[config.mk]
export PLATFORM = sky130hd
export DESIGN_NAME = vram_port_arbiter_flat
export DESIGN_NICKNAME = d
export VERILOG_FILES = /design/src/rtl/vram_arb_pkg.sv /design/src/rtl/vram_port_arbiter_if.sv /design/src/rtl/vram_arb_pick.sv /design/src/rtl/vram_port_arbiter.sv /design/src/flat_wrapper.sv
export SDC_FILE = /design/constraint.sdc
export NUM_CORES = 1
export LEC_CHECK = 0
export ABC_CLOCK_PERIOD_IN_PS = 1400
export CELL_PAD_IN_SITES_DETAIL_PLACEMENT = 1
export CELL_PAD_IN_SITES_GLOBAL_PLACEMENT = 2
export CORE_MARGIN = 1
export CORE_UTILIZATION = 18
export CTS_CLUSTER_DIAMETER = 60
export DETAILED_ROUTE_END_ITERATION = 12
export PLACE_DENSITY_LB_ADDON = 0.3
export SYNTH_ARGS = -nofsm -noshare
export SYNTH_HDL_FRONTEND = slang
export SYNTH_SLANG_ARGS = --single-unit
[constraint.sdc]
create_clock -name clk -period 1.4 [get_ports clk]
set_input_delay 0.42 -clock clk [delete_from_list [all_inputs] [get_ports clk]]
set_output_delay 0.42 -clock clk [all_outputs]
set_load 0.01 [all_outputs]
[src/rtl/vram_arb_pkg.sv]
// Shared types and requester indices for the VRAM CPU-port arbiter.
package vram_arb_pkg;

    typedef enum logic [1:0] {
        IDLE  = 2'd0,
        ISSUE = 2'd1,
        READ  = 2'd2,
        DONE  = 2'd3
    } state_t;

    localparam logic REQ_MU  = 1'b0;
    localparam logic REQ_BLT = 1'b1;

endpackage

[src/rtl/vram_port_arbiter_if.sv]
// Requester pair plus VRAM cpu-side port, bundled for the arbiter.
interface vram_port_arbiter_if #(
    parameter int DATA_W = 32,
    parameter int ADDR_W = 14
);
    logic              r0_req;
    logic              r0_we;
    logic [ADDR_W-1:0] r0_addr;
    logic [DATA_W-1:0] r0_d;
    logic              r0_ack;
    logic [DATA_W-1:0] r0_q;

    logic              r1_req;
    logic              r1_we;
    logic [ADDR_W-1:0] r1_addr;
    logic [DATA_W-1:0] r1_d;
    logic              r1_ack;
    logic [DATA_W-1:0] r1_q;

    logic [ADDR_W-1:0] vram_addr;
    logic [DATA_W-1:0] vram_d;
    logic              vram_we;
    logic [DATA_W-1:0] vram_q;

    // Requesters and the VRAM model sit on the master side.
    modport master (
        output r0_req, r0_we, r0_addr, r0_d,
        input  r0_ack, r0_q,
        output r1_req, r1_we, r1_addr, r1_d,
        input  r1_ack, r1_q,
        input  vram_addr, vram_d, vram_we,
        output vram_q
    );

    modport slave (
        input  r0_req, r0_we, r0_addr, r0_d,
        output r0_ack, r0_q,
        input  r1_req, r1_we, r1_addr, r1_d,
        output r1_ack, r1_q,
        output vram_addr, vram_d, vram_we,
        input  vram_q
    );

endinterface

[src/rtl/vram_arb_pick.sv]
// Combinational winner select between two requesters; zero latency.
// Round-robin on ties with VRAM_ARB_RR_EN, otherwise requester 0 always wins.
module vram_arb_pick (
    input  logic r0_req,
    input  logic r1_req,
`ifdef VRAM_ARB_RR_EN
    input  logic last,
`endif
    output logic grant,
    output logic grant_vld
);
    import vram_arb_pkg::*;

    always_comb begin
        grant_vld = r0_req | r1_req;
        grant     = REQ_MU;
        if (r1_req && !r0_req) begin
            grant = REQ_BLT;
        end
`ifdef VRAM_ARB_RR_EN
        // Tie: hand the port to whoever did not win last time.
        else if (r1_req && r0_req && (last == REQ_MU)) begin
            grant = REQ_BLT;
        end
`endif
    end

endmodule

[src/rtl/vram_port_arbiter.sv]
// Two-requester arbiter for one VRAM cpu port: write acks 2 cycles after grant, read 3.
// Loser's req is held pending; define VRAM_ARB_RR_EN for round-robin ties, else fixed priority.
module vram_port_arbiter #(
    parameter int DATA_W = 32,
    parameter int ADDR_W = 14
) (
    input  logic                 clk,
    input  logic                 reset,
    vram_port_arbiter_if.slave   bus
);
    import vram_arb_pkg::*;

    state_t            state;
    logic              win;
    logic              we_r;
    logic [ADDR_W-1:0] addr_r;
    logic [DATA_W-1:0] d_r;
    logic              vram_we_r;
    logic              ack0_r;
    logic              ack1_r;
    logic [DATA_W-1:0] q0_r;
    logic [DATA_W-1:0] q1_r;
    logic              grant;
    logic              grant_vld;
`ifdef VRAM_ARB_RR_EN
    logic              last;
`endif

    vram_arb_pick u_pick (
        .r0_req    (bus.r0_req),
        .r1_req    (bus.r1_req),
`ifdef VRAM_ARB_RR_EN
        .last      (last),
`endif
        .grant     (grant),
        .grant_vld (grant_vld)
    );

    always_ff @(posedge clk) begin
        if (reset) begin
            state     <= IDLE;
            win       <= REQ_MU;
            we_r      <= 1'b0;
            addr_r    <= '0;
            d_r       <= '0;
            vram_we_r <= 1'b0;
            ack0_r    <= 1'b0;
            ack1_r    <= 1'b0;
            q0_r      <= '0;
            q1_r      <= '0;
`ifdef VRAM_ARB_RR_EN
            last      <= REQ_BLT;
`endif
        end else begin
            case (state)
                IDLE: begin
                    if (grant_vld) begin
                        win <= grant;
                        if (grant == REQ_BLT) begin
                            addr_r    <= bus.r1_addr;
                            d_r       <= bus.r1_d;
                            we_r      <= bus.r1_we;
                            vram_we_r <= bus.r1_we;
                        end else begin
                            addr_r    <= bus.r0_addr;
                            d_r       <= bus.r0_d;
                            we_r      <= bus.r0_we;
                            vram_we_r <= bus.r0_we;
                        end
                        state <= ISSUE;
                    end
                end
                ISSUE: begin
                    // vram_we was registered on grant so it is high for ISSUE only.
                    vram_we_r <= 1'b0;
                    if (we_r) begin
                        ack0_r <= (win == REQ_MU);
                        ack1_r <= (win == REQ_BLT);
                        state  <= DONE;
                    end else begin
                        state  <= READ;
                    end
                end
                READ: begin
                    if (win == REQ_BLT) begin
                        q1_r   <= bus.vram_q;
                        ack1_r <= 1'b1;
                    end else begin
                        q0_r   <= bus.vram_q;
                        ack0_r <= 1'b1;
                    end
                    state <= DONE;
                end
                DONE: begin
                    ack0_r <= 1'b0;
                    ack1_r <= 1'b0;
`ifdef VRAM_ARB_RR_EN
                    last   <= win;
`endif
                    state  <= IDLE;
                end
                default: state <= IDLE;
            endcase
        end
    end

    assign bus.vram_addr = addr_r;
    assign bus.vram_d    = d_r;
    assign bus.vram_we   = vram_we_r;
    assign bus.r0_ack    = ack0_r;
    assign bus.r1_ack    = ack1_r;
    assign bus.r0_q      = q0_r;
    assign bus.r1_q      = q1_r;

endmodule

[src/flat_wrapper.sv]
// flat-port wrapper written by rule: the top's interface ports become plain ports
module vram_port_arbiter_flat import vram_arb_pkg::*;
#(
    parameter int DATA_W = 32,
    parameter int ADDR_W = 14
)
  (clk, reset, bus_r0_req, bus_r0_we, bus_r0_addr, bus_r0_d, bus_r0_ack, bus_r0_q, bus_r1_req, bus_r1_we, bus_r1_addr, bus_r1_d, bus_r1_ack, bus_r1_q, bus_vram_addr, bus_vram_d, bus_vram_we, bus_vram_q);
  vram_port_arbiter_if #(.DATA_W(DATA_W), .ADDR_W(ADDR_W)) bus_i ();
  input  logic clk;
  input  logic reset;
  input wire logic [$bits(bus_i.r0_req)-1:0] bus_r0_req;
  input wire logic [$bits(bus_i.r0_we)-1:0] bus_r0_we;
  input wire logic [$bits(bus_i.r0_addr)-1:0] bus_r0_addr;
  input wire logic [$bits(bus_i.r0_d)-1:0] bus_r0_d;
  output wire logic [$bits(bus_i.r0_ack)-1:0] bus_r0_ack;
  output wire logic [$bits(bus_i.r0_q)-1:0] bus_r0_q;
  input wire logic [$bits(bus_i.r1_req)-1:0] bus_r1_req;
  input wire logic [$bits(bus_i.r1_we)-1:0] bus_r1_we;
  input wire logic [$bits(bus_i.r1_addr)-1:0] bus_r1_addr;
  input wire logic [$bits(bus_i.r1_d)-1:0] bus_r1_d;
  output wire logic [$bits(bus_i.r1_ack)-1:0] bus_r1_ack;
  output wire logic [$bits(bus_i.r1_q)-1:0] bus_r1_q;
  output wire logic [$bits(bus_i.vram_addr)-1:0] bus_vram_addr;
  output wire logic [$bits(bus_i.vram_d)-1:0] bus_vram_d;
  output wire logic [$bits(bus_i.vram_we)-1:0] bus_vram_we;
  input wire logic [$bits(bus_i.vram_q)-1:0] bus_vram_q;
  assign bus_i.r0_req = bus_r0_req;
  assign bus_i.r0_we = bus_r0_we;
  assign bus_i.r0_addr = bus_r0_addr;
  assign bus_i.r0_d = bus_r0_d;
  assign bus_r0_ack = bus_i.r0_ack;
  assign bus_r0_q = bus_i.r0_q;
  assign bus_i.r1_req = bus_r1_req;
  assign bus_i.r1_we = bus_r1_we;
  assign bus_i.r1_addr = bus_r1_addr;
  assign bus_i.r1_d = bus_r1_d;
  assign bus_r1_ack = bus_i.r1_ack;
  assign bus_r1_q = bus_i.r1_q;
  assign bus_vram_addr = bus_i.vram_addr;
  assign bus_vram_d = bus_i.vram_d;
  assign bus_vram_we = bus_i.vram_we;
  assign bus_i.vram_q = bus_vram_q;
  vram_port_arbiter #(.DATA_W(DATA_W), .ADDR_W(ADDR_W)) u_core (.clk(clk), .reset(reset), .bus(bus_i));
endmodule
### Close-up of the layout, run 1

The bar under the picture is 10 µm long. Window x 68 to 93, y 36 to 61 µm. Cells in grey, sequential cells in the stronger grey; small squares are vias.
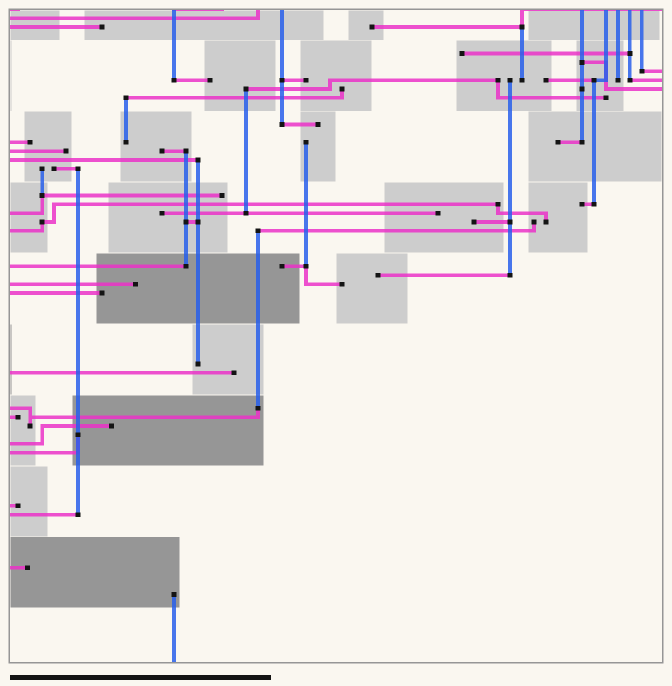
Blue shows met2. Magenta shows met1.
Sequential cells in the window: 3. 17 logic cells have their middle in the window. Most frequent: buf_4 (5), ha_1 (2), dfxtp_1 (2).

### Signal metal coverage by tile, run 1

32 x 32 tiles, from black (low) to pale yellow (high), scaled to the fullest tile. Values are wire area over tile area, all layers added.
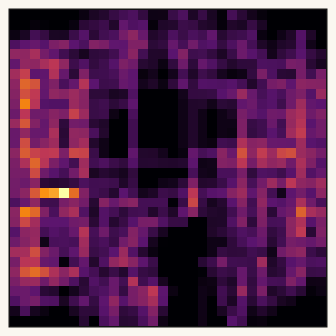
The mean over all tiles is 0.13. 14% of the tiles are nearly empty. The emptiest ninth of the die: centre. The fullest tile reaches 0.65. 3.5% of the tiles are over half the peak.
total via count after detailed routing: 5133
final wirelength: 20600 µm
total track usage: 14.8%
routed length per placed instance: 17.4 µm

### Gate-type map, run 1

The bar under the picture is 50 µm long.
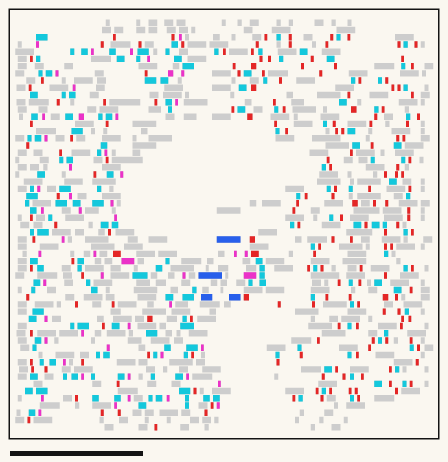
Red shows NAND gates, cells 181, most used nand2_1, where widely spread. Magenta shows NOR gates, cells 52, most used nor2_1. Blue shows adder and majority cells, cells 4. Cyan shows inverting AOI/OAI gates, cells 169, most used a21oi_1, where widely spread.
highest-count logic cell in the final layout: nand2_1
combinational share of cell area: 27.3%

==> impl_metrics.tcl, run 1 <==
# metrics dict for downstream scripts
set metrics [dict create \
    run_status "finished, violations left" \
    failed_checks "negative setup slack" \
    timing.clock.skew_ns 0.0109 \
    grt_remaining_overflow 0 \
    antenna-diode-count 0 \
    design_power_total_mw 15.7 \
    worstSkewPairLatency_ns 0.42 \
    layer_with_the_highest_usage_after_global_routing "met2" \
    post_layout_nonfiller_instances 1186 \
    port_buffers 242 \
    clock_net_power_mw 4.41 \
    synth-area-yosys_um2 4560 \
    grt_util_met2_pct 23.7 \
    tool_warnings 32 \
    non_clock_buffer_area_share_pct 32.5 \
    dp.cells 1134 \
    timing.critical_path.from_type "register" \
    design.core.area_um2 24600 \
    wire_length_of_the_first_global_routing_pass_um 29600 \
    cts_htree_levels 4 \
    cellPowerDensity_nw_per_um2 1880 \
    hold_path_end "u_core.state[1]" \
    number_of_enable_type_register_cells_in_the_synthesized_netlist 0 \
    xor_share_pct 0 \
    max_clock_freq_ghz 0.707 \
    yosysWarnings 0 \
    worstHoldPathType "in2reg" \
    clock_network_area_share_pct 6.97 \
    r2r_cells 5 \
    nMultiInputCombCells 413 \
    internal-power_mw 10.2 \
    dp_worst_setup_slack_ns -0.505 \
    power.clock.fraction_pct 28.0 \
    rsz0062_at_grt "true" \
    synth-simple-area-share_pct 19.8 \
    ys.flops 117 \
    cap_viol_max_count 0 \
    synth_top_area_share_pct 51.3 \
    ys_top_cells_by_area "dfxtp_1, nand2_1, a21oi_1" \
    tritoncts "yes" \
    worst-setup-path-type "reg2reg" \
    ys.flop_type "dfxtp_1" \
    layout.sequential_cells 117 \
    netSwitchingFraction_pct 35.3 \
    num-fill-cells 2898 \
    routed-wl-met3_um 1910 \
    postSynth.asyncResetShare_pct 0 \
    vias_cell 4.33 \
    grt_start_max_net_pins 38 \
    layout.cell_area.non_filler_um2 8360 \
    mux_share_pct 0.219 \
    die-width_um 161 \
    timing.final.setup_violations 2 \
    post_synth_most_frequent_cells "nand2_1, dfxtp_1, a21oi_1, nor2_1, a211oi_1" \
    final.setup.tns_ns -0.0221 \
    worst_slew_margin_rel_pct 78.6 \
    via_count_of_the_first_global_routing_pass 5275 \
    dominant_power_group "combinational logic" \
    num_tap_cells 324 \
    timing.hold.worst.start "reset" \
    gpl.final_weighted_congestion 0.720 \
    finalCriticalPeriod_ns 1.41 \
    worstReg2RegEnd "u_core.state[0]" \
    layout_top_cells_excl_fill_tap "nand2_1, clkdlybuf4s50_1, buf_2" \
    period_used_pct 101 \
    worst-path-max-fanout 4 \
    clkTransAtPathRegs_ns 0.05 \
    fin_ws_ns -0.0144 \
    place.detailed.hpwl_um 12900 \
    sequential_share_of_cell_area_pct 28.3 \
    grt_util_met3_pct 6.70 \
    finalCoreUtilization_pct 34.0 \
    wl_met1_um 8870 \
    worst_setup_endpoint "u_core.state[0]" \
    power_frac_seq_pct 29.1 \
    footprint_of_the_multi_input_gates_um2 2280 \
    ys_top_logic_family "AND-OR/OR-AND gates" \
    final_max_slew_viol_count 0 \
    number_of_instances_in_the_synthesized_netlist 581 \
    adder_cell_area_share_of_the_yosys_netlist_pct 1.10 \
    die.size.y_um 161 \
    cts_max_path_bufs 2 \
    synth.net_count 715 \
    initial_core_util_pct 18.5 \
    timing_hold_violations_final 0 \
    buffers 299 \
    worstSetupStartpoint "u_core.state[0]" \
    layout-drive-gt1-share_pct 33.3 \
    worst-endpoint-arrival_ns 1.73 \
    critPathCaptureType "register" \
    grt_use_met1_pct 17.3 \
    postRouteAntennaNets 0 \
    clock_buffer_count_in_the_final_layout 21 \
    drt_drc_violations_left 0 \
    iter_0_drt_violations 130 \
    hold_path_depth 2 \
    power.net_switching_mw 5.56 \
    flow.area_growth_from_synthesis_pct 83.2 \
    highest_metal_layer_with_signal_wires "met5" \
    cp.required_ns 1.71 \
    synth_stat.cells 581 \
    worst_case_register_to_register_setup_slack_ns -0.01 \
    rr_startpoint "u_core.state[0]" \
    fin_hold_ws_ns 0.388 \
    grt_antenna_before_repair 1 \
    static-leakage-power_nw 3.47 \
    comb-power_mw 6.75 \
    rows 57 \
    sequential_cell_area_um2 2360 \
    synthAoiAreaFrac_pct 22.3 \
    post-synth-top-count-cell "nand2_1" \
]
[run 1: sequential cells by signal, indices dropped and copies added (netlist names)]
register and count:
u_core.bus.vram_d 32, u_core.bus.vram_we 1, u_core.we_r 1, u_core.bus.r1_q 32, u_core.bus.r0_ack 1, u_core.bus.vram_addr 14
u_core.bus.r0_q 32, u_core.bus.r1_ack 1, u_core.state 2, u_core.win 1
[run 1: timing repair]
item | 4_1_cts | 5_1_grt
hold buffers | 0 | 0
gates cloned | 4 | 8
gates resized | 476 | 77
endpoints found under the setup margin | 224 | 108
pin swaps | 6 | 25
buffers inserted | 9 | 2
[run 1: worst max-delay path, stage by stage (launching register included)]
cell      delay (ns)
dfxtp_2         0.32
inv_2           0.06
buf_6           0.09
ha_4            0.15
or3b_4          0.42
a221oi_2        0.27
### Clock wires, drivers and flops, run 1

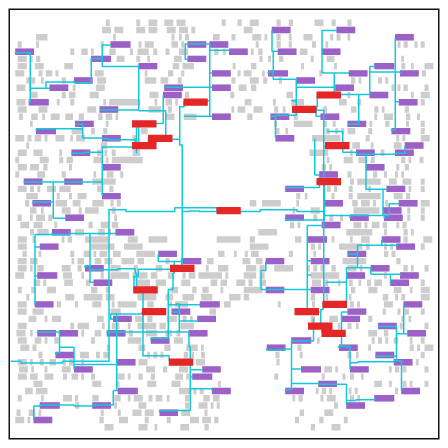

==> inputs of run 2 (changes only) <==
Settings changed: ABC_CLOCK_PERIOD_IN_PS 1400 to 1550, CORE_UTILIZATION 18 to 20.
Clock period 1.4 ns to 1.55 ns, I/O delays scaled along.
### Clock wires, drivers and flops, run 2

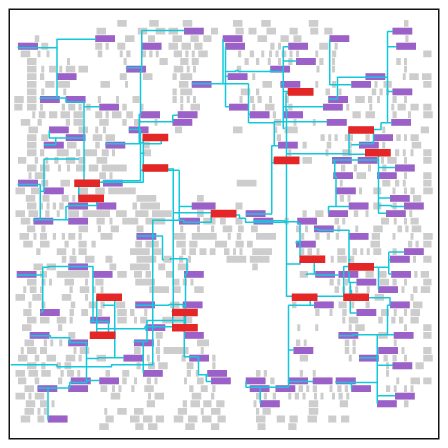
Red shows cells driving clock nets, count 17. Purple shows flip-flops, count 117. Cyan shows clock wires, length 1950 µm.
There are 18 routed clock nets.

### Close-up of the layout, run 2

The bar under the picture is 10 µm long. Window x 64 to 89, y 33 to 58 µm. Cells in grey, sequential cells in the stronger grey; small squares are vias.
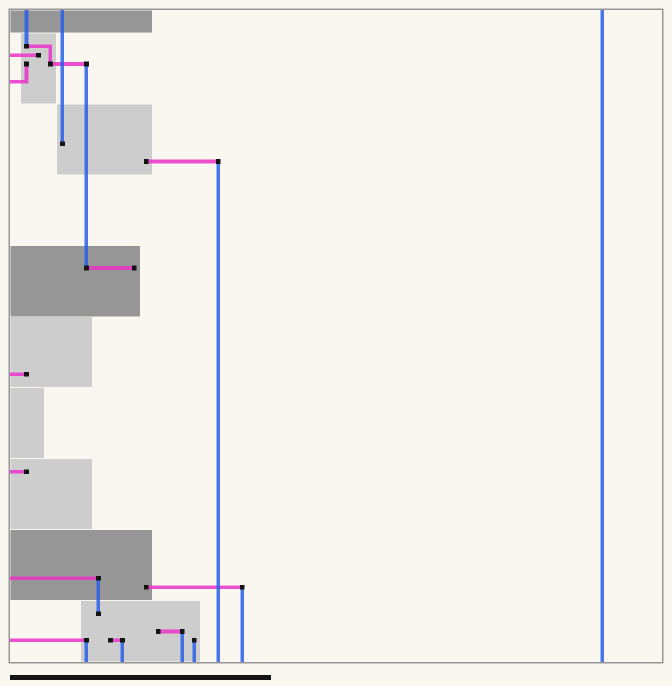
Magenta shows met1. Blue shows met2.
Most frequent: dfxtp_1 (2). 5 logic cells have their middle in the window. Netlist names of flops here include `u_core.bus.vram_d` (1), `u_core.we_r` (1). Sequential cells in the window: 2.

### Signal metal coverage by tile, run 2

31 x 31 tiles, from black (low) to pale yellow (high), scaled to the fullest tile. Values are wire area over tile area, all layers added.
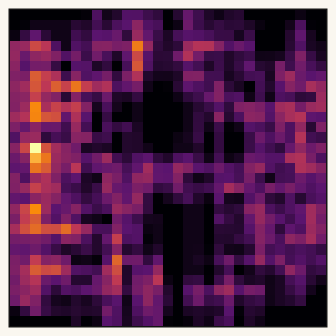
4.5% of the tiles are over half the peak. The densest ninth of the die: middle left. The mean over all tiles is 0.13. The fullest tile reaches 0.63. 13% of the tiles are nearly empty.
total track usage: 16.3%
total via count after detailed routing: 5055
routed length per placed instance: 16.9 µm
final wirelength: 18900 µm

==> impl_metrics.tcl, run 2 <==
# metrics dict for downstream scripts
set metrics [dict create \
    wl_met1_um 7920 \
    worst_slew_margin_rel_pct 77.2 \
    post_synth_most_frequent_cells "nand2_1, dfxtp_1, a21oi_1, nor2_1, a211oi_1" \
    static-leakage-power_nw 3.41 \
    number_of_enable_type_register_cells_in_the_synthesized_netlist 0 \
    period_used_pct 98.4 \
    critPathCaptureType "register" \
    hold_path_end "u_core.bus.vram_addr[12]" \
    fin_hold_ws_ns 0.393 \
    footprint_of_the_multi_input_gates_um2 2060 \
    cts_max_path_bufs 2 \
    antenna-diode-count 1 \
    port_buffers 242 \
    grt_start_max_net_pins 65 \
    iter_0_drt_violations 173 \
    netSwitchingFraction_pct 34.8 \
    synth.net_count 715 \
    power.net_switching_mw 4.73 \
    synth-simple-area-share_pct 19.8 \
    clkTransAtPathRegs_ns 0.05 \
    worstSetupStartpoint "bus_r0_req" \
    worst-path-max-fanout 7 \
    routed-wl-met3_um 1710 \
    yosysWarnings 0 \
    xor_share_pct 0 \
    rows 54 \
    postCtsHoldBufs 0 \
    cellPowerDensity_nw_per_um2 1660 \
    flow.area_growth_from_synthesis_pct 78.8 \
    internal-power_mw 8.84 \
    clock_buffer_count_in_the_final_layout 21 \
    adder_cell_area_share_of_the_yosys_netlist_pct 1.10 \
    sequential_cell_area_um2 2350 \
    final_max_slew_viol_count 0 \
    buffers 274 \
    grt_util_met3_pct 7.00 \
    timing.final.setup_violations 0 \
    vias_cell 4.51 \
    cap_viol_max_count 0 \
    ys_top_cells_by_area "dfxtp_1, nand2_1, a21oi_1" \
    design.core.area_um2 22100 \
    num_tap_cells 280 \
    highest_metal_layer_with_signal_wires "met4" \
    timing.hold.worst.start "reset" \
    ys.flops 117 \
    postSynth.asyncResetShare_pct 0 \
    comb-cell-share_pct 25.3 \
    cts_htree_levels 4 \
    grt_antenna_before_repair 1 \
    nMultiInputCombCells 413 \
    final.setup.tns_ns 0 \
    worst_setup_endpoint "u_core.bus.vram_d[13]" \
    num-nets-final 960 \
    worst-endpoint-arrival_ns 1.85 \
    met2_wirelength_um 8980 \
    timing.critical_path.from_type "input pin" \
    timing.clock.skew_ns 0.00627 \
    fin_ws_ns 0.0255 \
    grt_use_met1_pct 17.8 \
    layout-drive-gt1-share_pct 10.4 \
    worstReg2RegEnd "u_core.bus.vram_d[13]" \
    non_clock_buffer_area_share_pct 34.6 \
    clock_net_power_mw 3.77 \
    synth-area-yosys_um2 4560 \
    clock_network_area_share_pct 6.90 \
    die.size.y_um 153 \
    worstHoldPathType "in2reg" \
    post-synth-top-count-cell "nand2_1" \
    worstSkewPairLatency_ns 0.41 \
    dp.cells 1078 \
    dominant_power_group "combinational logic" \
    timing_hold_violations_final 0 \
    die-width_um 153 \
    num-fill-cells 2607 \
    via_count_of_the_first_global_routing_pass 5536 \
    comb-power_mw 5.64 \
    wire_length_of_the_first_global_routing_pass_um 29600 \
    layer_with_the_highest_usage_after_global_routing "met2" \
    gpl.final_weighted_congestion 0.739 \
    synth_top_area_share_pct 51.3 \
    cp.required_ns 1.87 \
    grt_remaining_overflow 0 \
    mux_share_pct 0.219 \
    finalCoreUtilization_pct 36.9 \
    sequential_share_of_cell_area_pct 28.8 \
    tool_warnings 30 \
    layout.sequential_cells 117 \
    synth.largest_area_cell "dfxtp_1" \
    ys_top_logic_family "AND-OR/OR-AND gates" \
    power.clock.fraction_pct 27.8 \
    worst-setup-path-type "in2reg" \
    place.detailed.hpwl_um 12700 \
    post_layout_nonfiller_instances 1120 \
    initial_core_util_pct 20.7 \
    max_clock_freq_ghz 0.656 \
    combinationalPowerShare_pct 41.5 \
    drt_drc_violations_left 0 \
    dp_worst_setup_slack_ns -0.518 \
    layout.cell_area.non_filler_um2 8160 \
    finalCriticalPeriod_ns 1.52 \
    power_frac_seq_pct 30.7 \
    worst_case_register_to_register_setup_slack_ns 0.06 \
    ys.flop_type "dfxtp_1" \
    tritoncts "yes" \
    grt_util_met2_pct 27.9 \
    run_status "complete, no violations" \
    layout.cells.most_common "nand2_1" \
    number_of_instances_in_the_synthesized_netlist 581 \
    layout_top_cells_excl_fill_tap "nand2_1, clkdlybuf4s50_1, dfxtp_1" \
    synth_stat.cells 581 \
    synthAoiAreaFrac_pct 22.3 \
    postRouteAntennaNets 0 \
    r2r_cells 8 \
    design_power_total_mw 13.6 \
    rr_startpoint "u_core.state[1]" \
    hold_path_depth 2 \
]
==> run 2: cell counts after synthesis <==
Identical to the previous run, type by type.
==> run 2: cells by family (layout without fill, tap and decap cells) <==
family / count (synthesis) / after routing
buf+inv: 51 / 309
mux: 1 / 1
simple gates: 235 / 235
other cells: 0 / 1
fa+ha+maj: 4 / 4
compound gates: 173 / 173
flops: 117 / 117
==> run 2: timing repair <==
action | CTS | global route
buffers inserted | 0 | 3
setup endpoints to repair | 151 | 78
hold endpoints to repair | 0 | 0
gates cloned | 3 | 3
pin swaps | 0 | 20
gates resized | 125 | 52
==> run 2: critical path: stages <==
cell,delay (ns)
clkdlybuf4s50_1,0.40
buf_4,0.17
o21ai_4,0.24
buf_6,0.18
clkbuf_16,0.14
a21oi_1,0.04
a211oi_1,0.22
No activity file was given, so power comes from the tool's default toggle rates.
